Design dec_stage_fwd_flat, sky130hd; sources not shown.
Figure 1. PDN straps and rails.
Bar = 100 microns. Pins as bars on the die edge.
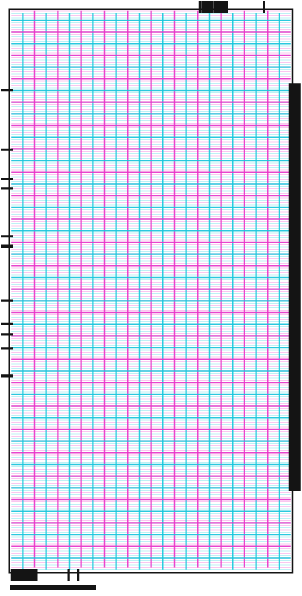
- cyan: VSS
- magenta: VDD
- rows: 239
- met5 straps: 47
Die X-Extent: 328 microns
Max VDD drop: 0.000145 V
total core area: 211000 sq um
Die H: 654 microns

Figure 2. Cell classes on the final placement.
Bar = 100 microns.
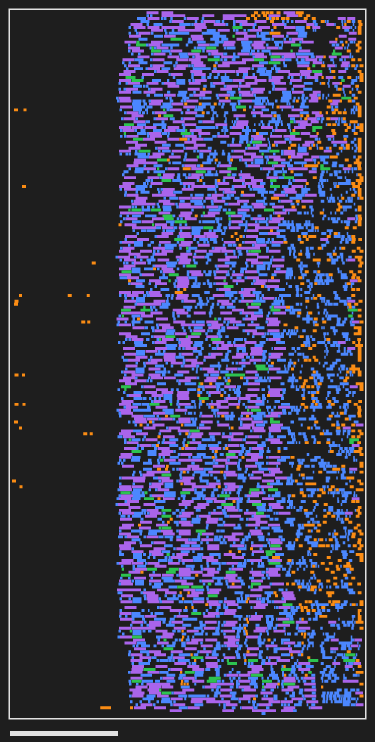
- green: clock drivers and dummy loads (cells 182)
- purple: flops (cells 1099)
- orange: other buffers and delay cells (cells 616)
- blue: combinational and other logic (cells 3544)
number of standard-cell rows in the floorplan: 239
proportion of cell area occupied by registers: 0.434

==> summary.txt <==
From the run reports.

- Setup total negative slack on the finished layout was measured at 0 ps.
- Buffers inserted to repair hold after CTS numbered 0.
- The global router reports that the layer with the highest usage is met2.
- The worst stage delay on the critical path reads 1220 ps.
- The depth of the CTS H-tree reads 3.
- The routed length per placed instance is 36.8 microns.
- The met1 global-route usage is 0.259.
- The number of pins exceeding their max-slew limit in the final report reads 1251.
- The weighted congestion reported at the end of routability-driven placement reads 0.983.
- The area of the die reads 214000 sq um.
- The share of total power dissipated in the clock network is 0.372.
- The overall power is 0.00965 W.
- The first-pass GRT wire length reads 408000 microns.
- The total iterations of the first detailed-routing run reads 9.
- Among the non-sequential cells, multiplexers take the most area.
- The category of the worst setup path launch point is a flop.
- The least setup slack across all paths after layout is 1510 ps.
- The met3 layer wire length in the routed design is 23900 microns.
- Looking at the clock tree report, the maximum root-to-sink buffer count equals 3.
- The standard cell with the maximum stage delay on the critical path reads sky130_fd_sc_hd__clkbuf_1.
- The clock net sink count reads 1099.
- The transition time of the tightest slew-check pin reads 3700 ps.
- Total global-route track usage over all layers is 0.277.
- Per the synthesis report, the simple-gate share of the synthesized area is 0.159.
- The max-slew check reports its worst relative slack as -1.47.
- The most used standard cell by instance count after synthesis reads sky130_fd_sc_hd__edfxtp_1.
- The commonest cells after synthesis are 1024 x sky130_fd_sc_hd__edfxtp_1, 974 x sky130_fd_sc_hd__and2_1, 384 x sky130_fd_sc_hd__mux4_2.
- Cell internal power was estimated by the tool at 0.00700 W.
- Once synthesis finished, the tally of register bits stood at 1099.
- For reference, the final report shows the hold violation count at 0.
- TritonCTS built the clock tree.
- The synthesis-to-finish area growth reads 16.8%.
- The run finished, with violations left.
- The post-DP HPWL is 213000 microns.
- The final critical-path required period reads 10190 ps.
- The root cell of the clock tree reads sky130_fd_sc_hd__clkbuf_16.
- The power report puts the net switching power at 0.00265 W.
- The max-capacitance violation count reads 42.
- The library cell used most frequently in the layout, excluding fill and tap cells, is sky130_fd_sc_hd__edfxtp_1.
- The floorplan core density reads 0.302.
- The biggest area contributor in the post-synthesis netlist is sky130_fd_sc_hd__edfxtp_1.
- The number of nets with antenna violations after routing is 0.
- The number of distinct library cell variants in the gate-level netlist after synthesis reads 77.
- The most repeated library cell on the critical path is sky130_fd_sc_hd__nor3_4.
- The via count of the first global-routing pass reads 48700.
- For this run, design rule violations remaining after detail routing come to 0.
- By area the synthesized netlist is led by sky130_fd_sc_hd__edfxtp_1 48%, sky130_fd_sc_hd__mux4_2 14%, sky130_fd_sc_hd__and2_1 9.6%.
- The share of flip-flops with an asynchronous set or reset is 0.
- The tally of buffers added on design ports reads 389.
- The number of flip-flops in the largest register is 1024.
- The reported leakage power reads 24.2 nW.
- The detailed-routed wire length on met2 reads 157000 microns.
- The setup check on the worst reg-to-reg path leaves a slack of 6420 ps.
- Grouping stages by cell kind, the critical path spends the most delay in simple AND/OR/NAND/NOR gates.
- The sum of buffers and inverters on the critical path reads 3.
- The checks that failed: capacitance limit, slew limit.
- Dividing the final minimum period by the clock period gives 0.871.
- The routed layout has 48000 vias.
- The tally of yosys warning messages is 0.
- The met3 routing resource usage after global routing reads 0.0628.
- The number of DRC markers in iteration 0 is 4575.
- The highest fanout seen on the critical path reads 14.
- The placed standard-cell area reads 71000 sq um.
- The area of all placed cells without fillers is 74400 sq um.
- The number of nets in the layout reads 5644.
- The highest attainable clock frequency reads 0.0981 GHz.
- The type of element capturing the critical path reads a primary output.
- The xor/xnor cell area share of the yosys netlist is 0.0161.
- Per the post-CTS timing run, clock transition at the registers of the reported paths is 80 ps.
- The number of filler cells placed in the layout is 20600.
- In the hold timing report, the worst path depth is 2.
- The startpoint-to-endpoint class of the critical path is flop to primary output.
- The most used flip-flop cell after synthesis is sky130_fd_sc_hd__edfxtp_1.
- The OpenROAD report gives the critical path a data arrival time of 8820 ps.
- The number of cells after detailed placement is 8024.
- The sequential share of the synthesized area is 0.506.
- From the final report, the count of setup violators was given as 0.
- The total number of cells along the worst setup path is 16.
- In the per-layer breakdown of the detailed-route log, met1 shows 90400 microns.
## layout make-up
class                   count  area [sq um]  share of cell area
well taps                2771          3470              0.0466
clock buffers             109          2510              0.0338
repair buffers            616          5550              0.0745
multi-input cells        3483         29400               0.395
inverters                  61           229             0.00308
diodes                     26          65.1            0.000874
clock inverters            73           903              0.0121
flip-flops and latches   1099         32300               0.434
## power by group through the flow
stage	logic, W	registers [W]	clock network, W
floorplan	0.000705	0.00465	0
global placement	0.00138	0.00469	0
detailed placement	0.00139	0.00471	0
CTS	0.00139	0.00462	0.00361
global route	0.00146	0.00465	0.00373
finish	0.00143	0.00463	0.00359
Power figures rest on the tool's default switching activity, not on a simulated workload.
